`src/rtl/sync_fifo_pkg.sv`:
```
// -----------------------------------------------------------------------------
// sync_fifo_pkg
//   Shared defaults and helpers for the sync_fifo block.
//
//   Contents:
//     DEFAULT_DATA_WIDTH  default width of the FIFO data path
//     DEFAULT_DEPTH       default number of storage entries
//     next_ptr()          pointer increment with wrap at depth-1 -> 0, so the
//                         FIFO works for any depth, not only powers of two
// -----------------------------------------------------------------------------
package sync_fifo_pkg;

  localparam int DEFAULT_DATA_WIDTH = 8;
  localparam int DEFAULT_DEPTH      = 3;

  // Advance a circular pointer. The wrap is explicit because, for a depth that
  // is not a power of two, the natural binary overflow of the pointer would
  // land on unused addresses.
  function automatic int unsigned next_ptr(input int unsigned ptr,
                                           input int unsigned depth);
    if (ptr >= depth - 1) begin
      return 0;
    end
    return ptr + 1;
  endfunction

endpackage : sync_fifo_pkg

```
`src/rtl/sync_fifo_mem.sv`:
```
// -----------------------------------------------------------------------------
// sync_fifo_mem
//   DEPTH x DATA_WIDTH register array used as FIFO storage.
//   Contents are never cleared; only the pointers of the enclosing FIFO decide
//   which entries are meaningful.
//
//   Ports:
//     clk    in   1            write clock
//     we     in   1            write enable
//     waddr  in   ADDR_WIDTH   write address (0 .. DEPTH-1)
//     wdata  in   DATA_WIDTH   write data
//     raddr  in   ADDR_WIDTH   read address (0 .. DEPTH-1)
//     rdata  out  DATA_WIDTH   read data, combinational from raddr
// -----------------------------------------------------------------------------
module sync_fifo_mem
  import sync_fifo_pkg::*;
#(
  parameter int DATA_WIDTH = DEFAULT_DATA_WIDTH,
  parameter int DEPTH      = DEFAULT_DEPTH,
  localparam int ADDR_WIDTH = (DEPTH > 1) ? $clog2(DEPTH) : 1
) (
  input  logic                  clk,
  input  logic                  we,
  input  logic [ADDR_WIDTH-1:0] waddr,
  input  logic [DATA_WIDTH-1:0] wdata,
  input  logic [ADDR_WIDTH-1:0] raddr,
  output logic [DATA_WIDTH-1:0] rdata
);

  logic [DATA_WIDTH-1:0] mem_q [DEPTH];
  logic [DEPTH-1:0]      entry_we;

  // One-hot write-enable decode, one bit per storage entry.
  for (genvar gi = 0; gi < DEPTH; gi++) begin : g_entry_we
    assign entry_we[gi] = we && (waddr == ADDR_WIDTH'(gi));
  end

  always_ff @(posedge clk) begin
    for (int i = 0; i < DEPTH; i++) begin
      if (entry_we[i]) begin
        mem_q[i] <= wdata;
      end
    end
  end

  // Asynchronous read; the FIFO top registers the selected word.
  assign rdata = mem_q[raddr];

endmodule : sync_fifo_mem

```
`src/rtl/sync_fifo.sv`:
```
// -----------------------------------------------------------------------------
// sync_fifo
//   Single-clock FIFO between a producer and a consumer in the same domain.
//   Requests that would overflow or underflow are silently dropped. Read data
//   is registered and appears on the same edge that accepts the read.
//   Occupancy is tracked with an explicit counter so any DEPTH >= 2 works.
//
//   Optional feature (compile-time macro SYNC_FIFO_ERR_FLAGS_EN):
//     adds sticky overflow / underflow outputs, cleared only by rst.
//
//   Ports:
//     clk        in   1           clock, all state updates on posedge
//     rst        in   1           synchronous active-high reset
//     wr_en      in   1           write request
//     rd_en      in   1           read request
//     data_in    in   DATA_WIDTH  write data
//     data_out   out  DATA_WIDTH  registered read data, holds when no read
//     full       out  1           count == DEPTH
//     empty      out  1           count == 0
//     overflow   out  1           (SYNC_FIFO_ERR_FLAGS_EN) sticky wr_en & full
//     underflow  out  1           (SYNC_FIFO_ERR_FLAGS_EN) sticky rd_en & empty
// -----------------------------------------------------------------------------
module sync_fifo
  import sync_fifo_pkg::*;
#(
  parameter int DATA_WIDTH = DEFAULT_DATA_WIDTH,
  parameter int DEPTH      = DEFAULT_DEPTH
) (
  input  logic                  clk,
  input  logic                  rst,
  input  logic                  wr_en,
  input  logic                  rd_en,
  input  logic [DATA_WIDTH-1:0] data_in,
  output logic [DATA_WIDTH-1:0] data_out,
  output logic                  full,
  output logic                  empty
`ifdef SYNC_FIFO_ERR_FLAGS_EN
  ,
  output logic                  overflow,
  output logic                  underflow
`endif
);

  localparam int ADDR_WIDTH = (DEPTH > 1) ? $clog2(DEPTH) : 1;
  localparam int CNT_WIDTH  = $clog2(DEPTH + 1);

  localparam logic [CNT_WIDTH-1:0] FULL_CNT = CNT_WIDTH'(DEPTH);
  localparam logic [CNT_WIDTH-1:0] CNT_ONE  = CNT_WIDTH'(1);

  // ---------------------------------------------------------------------------
  // State
  // ---------------------------------------------------------------------------
  logic [ADDR_WIDTH-1:0] wr_ptr_q,   wr_ptr_d;
  logic [ADDR_WIDTH-1:0] rd_ptr_q,   rd_ptr_d;
  logic [CNT_WIDTH-1:0]  count_q,    count_d;
  logic [DATA_WIDTH-1:0] data_out_q, data_out_d;

  logic                  wr_ok;
  logic                  rd_ok;
  logic [DATA_WIDTH-1:0] mem_rdata;

  // ---------------------------------------------------------------------------
  // Flag decode from the registered count
  // ---------------------------------------------------------------------------
  assign full  = (count_q == FULL_CNT);
  assign empty = (count_q == '0);

  // Accept decisions use only pre-edge flags: a write while full is dropped
  // even if a read frees a slot on the same edge, and a read while empty is
  // dropped even if a write arrives on the same edge.
  assign wr_ok = wr_en && !full;
  assign rd_ok = rd_en && !empty;

  // ---------------------------------------------------------------------------
  // Storage
  // ---------------------------------------------------------------------------
  sync_fifo_mem #(
    .DATA_WIDTH (DATA_WIDTH),
    .DEPTH      (DEPTH)
  ) u_mem (
    .clk   (clk),
    .we    (wr_ok),
    .waddr (wr_ptr_q),
    .wdata (data_in),
    .raddr (rd_ptr_q),
    .rdata (mem_rdata)
  );

  // ---------------------------------------------------------------------------
  // Next-state logic
  // ---------------------------------------------------------------------------
  always_comb begin
    wr_ptr_d   = wr_ptr_q;
    rd_ptr_d   = rd_ptr_q;
    count_d    = count_q;
    data_out_d = data_out_q;

    if (wr_ok) begin
      wr_ptr_d = ADDR_WIDTH'(next_ptr(32'(wr_ptr_q), DEPTH));
    end

    if (rd_ok) begin
      rd_ptr_d   = ADDR_WIDTH'(next_ptr(32'(rd_ptr_q), DEPTH));
      data_out_d = mem_rdata;
    end

    // Simultaneous accepted read and write leave occupancy unchanged.
    unique case ({wr_ok, rd_ok})
      2'b10:   count_d = count_q + CNT_ONE;
      2'b01:   count_d = count_q - CNT_ONE;
      default: count_d = count_q;
    endcase
  end

  always_ff @(posedge clk) begin
    if (rst) begin
      wr_ptr_q   <= '0;
      rd_ptr_q   <= '0;
      count_q    <= '0;
      data_out_q <= '0;
    end else begin
      wr_ptr_q   <= wr_ptr_d;
      rd_ptr_q   <= rd_ptr_d;
      count_q    <= count_d;
      data_out_q <= data_out_d;
    end
  end

  assign data_out = data_out_q;

  // ---------------------------------------------------------------------------
  // Optional sticky error flags
  // ---------------------------------------------------------------------------
`ifdef SYNC_FIFO_ERR_FLAGS_EN
  logic overflow_q,  overflow_d;
  logic underflow_q, underflow_d;

  // Flags record any illegal request, whether or not the other side is
  // active the same cycle.
  always_comb begin
    overflow_d  = overflow_q  || (wr_en && full);
    underflow_d = underflow_q || (rd_en && empty);
  end

  always_ff @(posedge clk) begin
    if (rst) begin
      overflow_q  <= 1'b0;
      underflow_q <= 1'b0;
    end else begin
      overflow_q  <= overflow_d;
      underflow_q <= underflow_d;
    end
  end

  assign overflow  = overflow_q;
  assign underflow = underflow_q;
`endif

endmodule : sync_fifo

```
`config.mk`:
```
export PLATFORM = sky130hd
export DESIGN_NAME = sync_fifo
export DESIGN_NICKNAME = d
export VERILOG_FILES = /design/src/rtl/sync_fifo_pkg.sv /design/src/rtl/sync_fifo_mem.sv /design/src/rtl/sync_fifo.sv
export SDC_FILE = /design/constraint.sdc
export NUM_CORES = 1
export LEC_CHECK = 0
export CORE_MARGIN = 1.5
export CORE_UTILIZATION = 45
export CTS_CLUSTER_SIZE = 16
export DETAILED_ROUTE_END_ITERATION = 6
export MAX_ROUTING_LAYER = met4
export PLACE_DENSITY = 0.77
export SKIP_CTS_REPAIR_TIMING = 1
export SYNTH_ARGS = -nofsm -noshare
export SYNTH_HDL_FRONTEND = slang
export SYNTH_SLANG_ARGS = --single-unit
```
`constraint.sdc`:
```
create_clock -name clk -period 4.81 [get_ports clk]
set_input_delay 1.443 -clock clk [delete_from_list [all_inputs] [get_ports clk]]
set_output_delay 1.443 -clock clk [all_outputs]
set_load 0.02 [all_outputs]
```
Figure 1. Metal layers overlaid (run 1).
Two of the layers only.
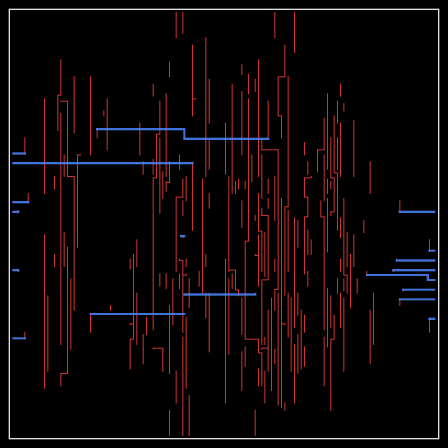
Key: blue = met3 [wire length 117 microns]; red = met2 [wire length 1240 microns]

Figure 2. Cell density map (run 1).
Scale bar: 20 microns. The die is cut into 12 by 12 equal tiles; dark purple is low, yellow is high, 0 to 100% covered.
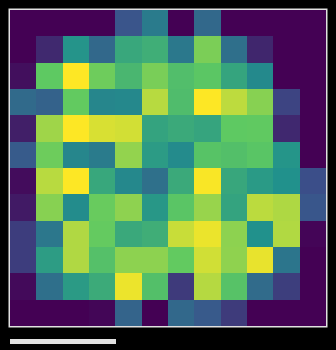
28% of the tiles are over 75% full. The mean over all tiles is 48%. The emptiest ninth of the die: north-east.
Init Core Util: 47.6%
Finished Core Util: 57.6%
Placeable Area: 0.00305 sq mm

==> impl_metrics.py, run 1 <==
# Metrics from the implementation run
metrics = {
    "outcome": {
        "status": "finished clean",
    },
    "timing": {
        "finalSetupViolations": 0,
    },
    "worst_setup_path": {
        "cp_top_family": "buffers and inverters",
        "path_buffers": 2,
        "path_max_fanout": 12,
    },
    "floorplan": {
        "nWellTaps": 44,
        "die_area_sq_mm": 0.00358,
        "die_y_microns": 59.8,
    },
    "final_layout": {
        "lay_top_count": "edfxtp_1",
        "largest_register": "u_mem.mem_q",
        "inv_count": 2,
        "clock_cell_area_share_pct": 2.85,
        "final_cells": 179,
        "stdcell_area_sq_mm": 0.00176,
        "n_all_buffers": 22,
        "fill_cells": 284,
        "register_area_sq_mm": 0.00100,
    },
    "global_routing": {
        "grt_pass1_wl_microns": 3970,
        "grt_util_met2_pct": 25.9,
        "gr-usage-all-layers_pct": 16.2,
        "grt_use_met3_pct": 6.49,
    },
    "yosys": {
        "synthFlopType": "edfxtp_1",
        "simple_gate_area_share_pct": 10.8,
        "synthCells": 109,
        "ys.flops": 38,
        "syn_nets": 122,
    },
    "job": {
        "maxCapViolCount": 0,
    },
    "power": {
        "p_int_mw": 0.543,
        "pg_comb_mw": 0.197,
        "ir_drop_mv": 0.219,
        "maxPowerGroup": "registers",
        "p_switching_mw": 0.233,
    },
    "min_path": {
        "hold_path_class": "reg -> reg",
        "whs_endpoint": "data_out[1]$_SDFFE_PP0P_",
    },
    "place": {
        "routabilityCongestion": 0.757,
        "dp_worst_setup_slack_ns": 1.28,
    },
    "clock_network": {
        "cts_inserted_buffers": 5,
    },
}
Figure 3. Sequential cells grouped by signal name (run 1).
Scale bar: 20 microns.
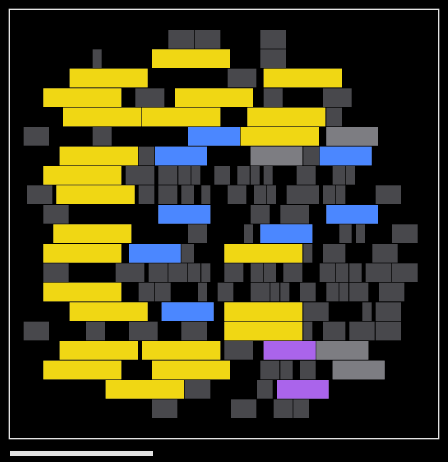
Key: purple = wr_ptr_q [placed flops 2]; yellow = u_mem.mem_q [placed flops 24]; blue = data_out [placed flops 8]
Another 4 sequential cells are not colored.

Figure 4. Clock routing (run 1).
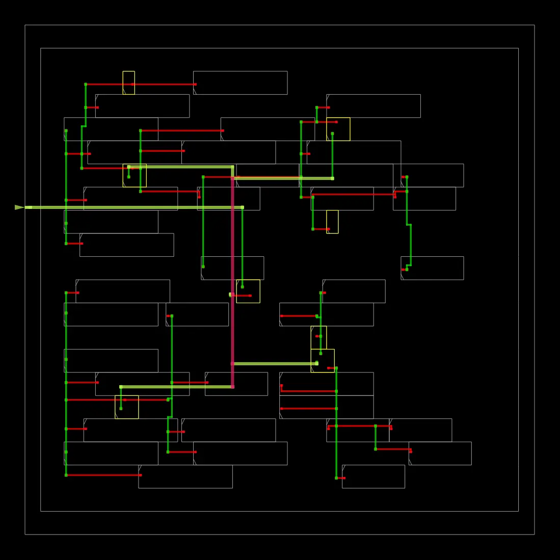
final worst clock skew: 0.00340 ns
clock sinks: 38
# clk buffers: 6
FFs & Latches: 38

Figure 5. Wiring heat map (run 1).
The die is cut into 12 by 12 equal tiles; dark purple is low, yellow is high, scaled to the fullest tile. Values are wire area over tile area, all layers added.
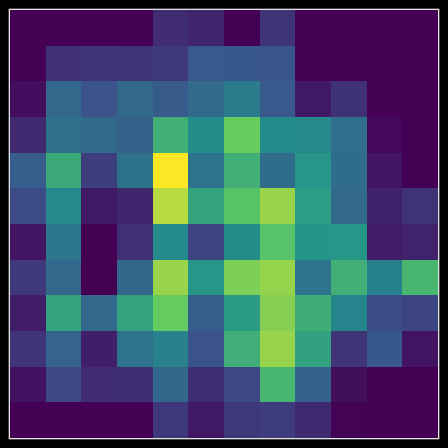

--- run 2 (diff from run 1) ---
--- a/config.mk
+++ b/config.mk
@@ -10,7 +10,7 @@
 export CTS_CLUSTER_SIZE = 16
 export DETAILED_ROUTE_END_ITERATION = 6
 export MAX_ROUTING_LAYER = met4
-export PLACE_DENSITY = 0.77
+export PLACE_DENSITY = 0.8
 export SKIP_CTS_REPAIR_TIMING = 1
 export SYNTH_ARGS = -nofsm -noshare
 export SYNTH_HDL_FRONTEND = slang
==> constraint.sdc (replaced) <==
create_clock -name clk -period 2.6 [get_ports clk]
set_input_delay 0.78 -clock clk [delete_from_list [all_inputs] [get_ports clk]]
set_output_delay 0.78 -clock clk [all_outputs]
set_load 0.02 [all_outputs]
Figure 6. Wiring heat map (run 2).
The die is cut into 12 by 12 equal tiles; dark purple is low, yellow is high, scaled to the fullest tile. Values are wire area over tile area, all layers added.
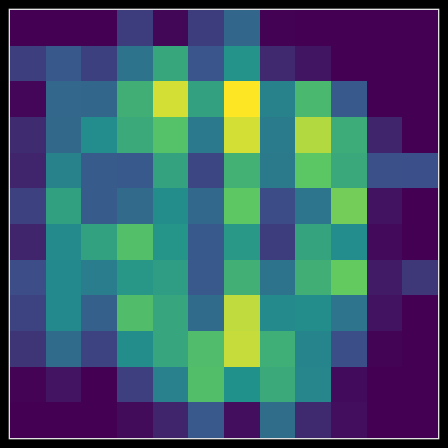
The fullest tile reaches 0.33. The mean over all tiles is 0.11. 21% of the tiles are nearly empty. 26% of the tiles are over half the peak. The emptiest ninth of the die: south-east.

==> run 2 against run 1 <==
  * Flip-flop count unchanged
  * Sequential share of layout area down 0.68 points
  * Utilization up 0.70 points
  * Highest routed layer unchanged
  * Global-route usage fell by 0.43 points
  * Critical endpoint is now full
==> impl_metrics.py, run 2 <==
# Metrics from the implementation run
metrics = {
    "final_layout": {
        "lay_top_count": "edfxtp_1",
        "register_area_sq_mm": 0.00100,
        "largest_register": "u_mem.mem_q",
        "final_cells": 182,
        "clock_buffers": 8,
        "clock_cell_area_share_pct": 2.74,
    },
    "floorplan": {
        "fp_util_pct": 47.6,
        "die_y_microns": 59.8,
    },
    "global_routing": {
        "grt_pass1_wl_microns": 3810,
        "gr-usage-all-layers_pct": 15.8,
        "grt_use_met3_pct": 6.06,
    },
    "yosys": {
        "syn_nets": 122,
        "simple_gate_area_share_pct": 10.8,
        "synthFlopType": "edfxtp_1",
    },
    "min_path": {
        "whs_endpoint": "data_out[5]$_SDFFE_PP0P_",
        "hold_path_class": "reg -> reg",
    },
    "timing": {
        "finalSetupViolations": 0,
        "finClkSkew_ns": 0.00876,
    },
    "worst_setup_path": {
        "cp_top_family": "buffers and inverters",
    },
    "outcome": {
        "status": "finished clean",
    },
    "place": {
        "routabilityCongestion": 0.743,
    },
    "job": {
        "maxCapViolCount": 0,
    },
    "power": {
        "p_switching_mw": 0.421,
        "p_int_mw": 1.02,
    },
}
Figure 7. Sequential cells grouped by signal name (run 2).
Scale bar: 20 microns.
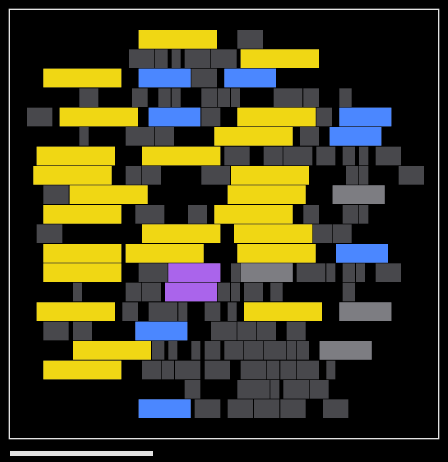

--- run 3 (diff from run 2) ---
--- a/config.mk
+++ b/config.mk
@@ -11,6 +11,7 @@
 export DETAILED_ROUTE_END_ITERATION = 6
 export MAX_ROUTING_LAYER = met4
 export PLACE_DENSITY = 0.8
+export REMOVE_ABC_BUFFERS = 1
 export SKIP_CTS_REPAIR_TIMING = 1
 export SYNTH_ARGS = -nofsm -noshare
 export SYNTH_HDL_FRONTEND = slang
Figure 8. Sequential cells grouped by signal name (run 3).
Scale bar: 20 microns.
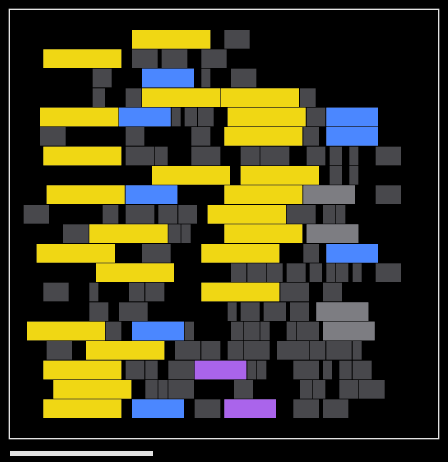
Key: blue = data_out [placed flops 8]; yellow = u_mem.mem_q [placed flops 24]; purple = wr_ptr_q [placed flops 2]
Flop area: 0.00100 sq mm
Finished Core Util: 58.3%
Seq group: 0.786 mW

==> run 3 against run 2 <==
  * Worst hold slack better by 0.00050 ns
  * Die area stayed put
  * Critical path depth stayed put
  * Utilization hardly changed
  * Register-to-register slack worse by 0.02 ns
==> impl_metrics.py, run 3 <==
# Metrics from the implementation run
metrics = {
    "worst_setup_path": {
        "cp_top_family": "buffers and inverters",
    },
    "yosys": {
        "synthFlopType": "edfxtp_1",
        "ys.flops": 38,
        "synthCells": 109,
        "simple_gate_area_share_pct": 10.8,
    },
    "job": {
        "maxCapViolCount": 0,
    },
    "floorplan": {
        "core-area_sq_mm": 0.00305,
        "die_y_microns": 59.8,
    },
    "place": {
        "dp_worst_setup_slack_ns": 0.120,
    },
    "global_routing": {
        "gr-usage-all-layers_pct": 16.4,
        "grt_pass1_wl_microns": 4000,
    },
    "outcome": {
        "status": "finished clean",
    },
    "final_layout": {
        "stdcell_area_sq_mm": 0.00178,
        "clock_cell_area_share_pct": 2.81,
        "largest_register": "u_mem.mem_q",
        "n_all_buffers": 25,
        "lay_top_count": "edfxtp_1",
    },
    "power": {
        "p_switching_mw": 0.432,
    },
    "timing": {
        "finClkSkew_ns": 0.0130,
    },
    "min_path": {
        "whs_endpoint": "data_out[6]$_SDFFE_PP0P_",
        "hold_path_class": "reg -> reg",
    },
}
No activity file was given, so power comes from the tool's default toggle rates.
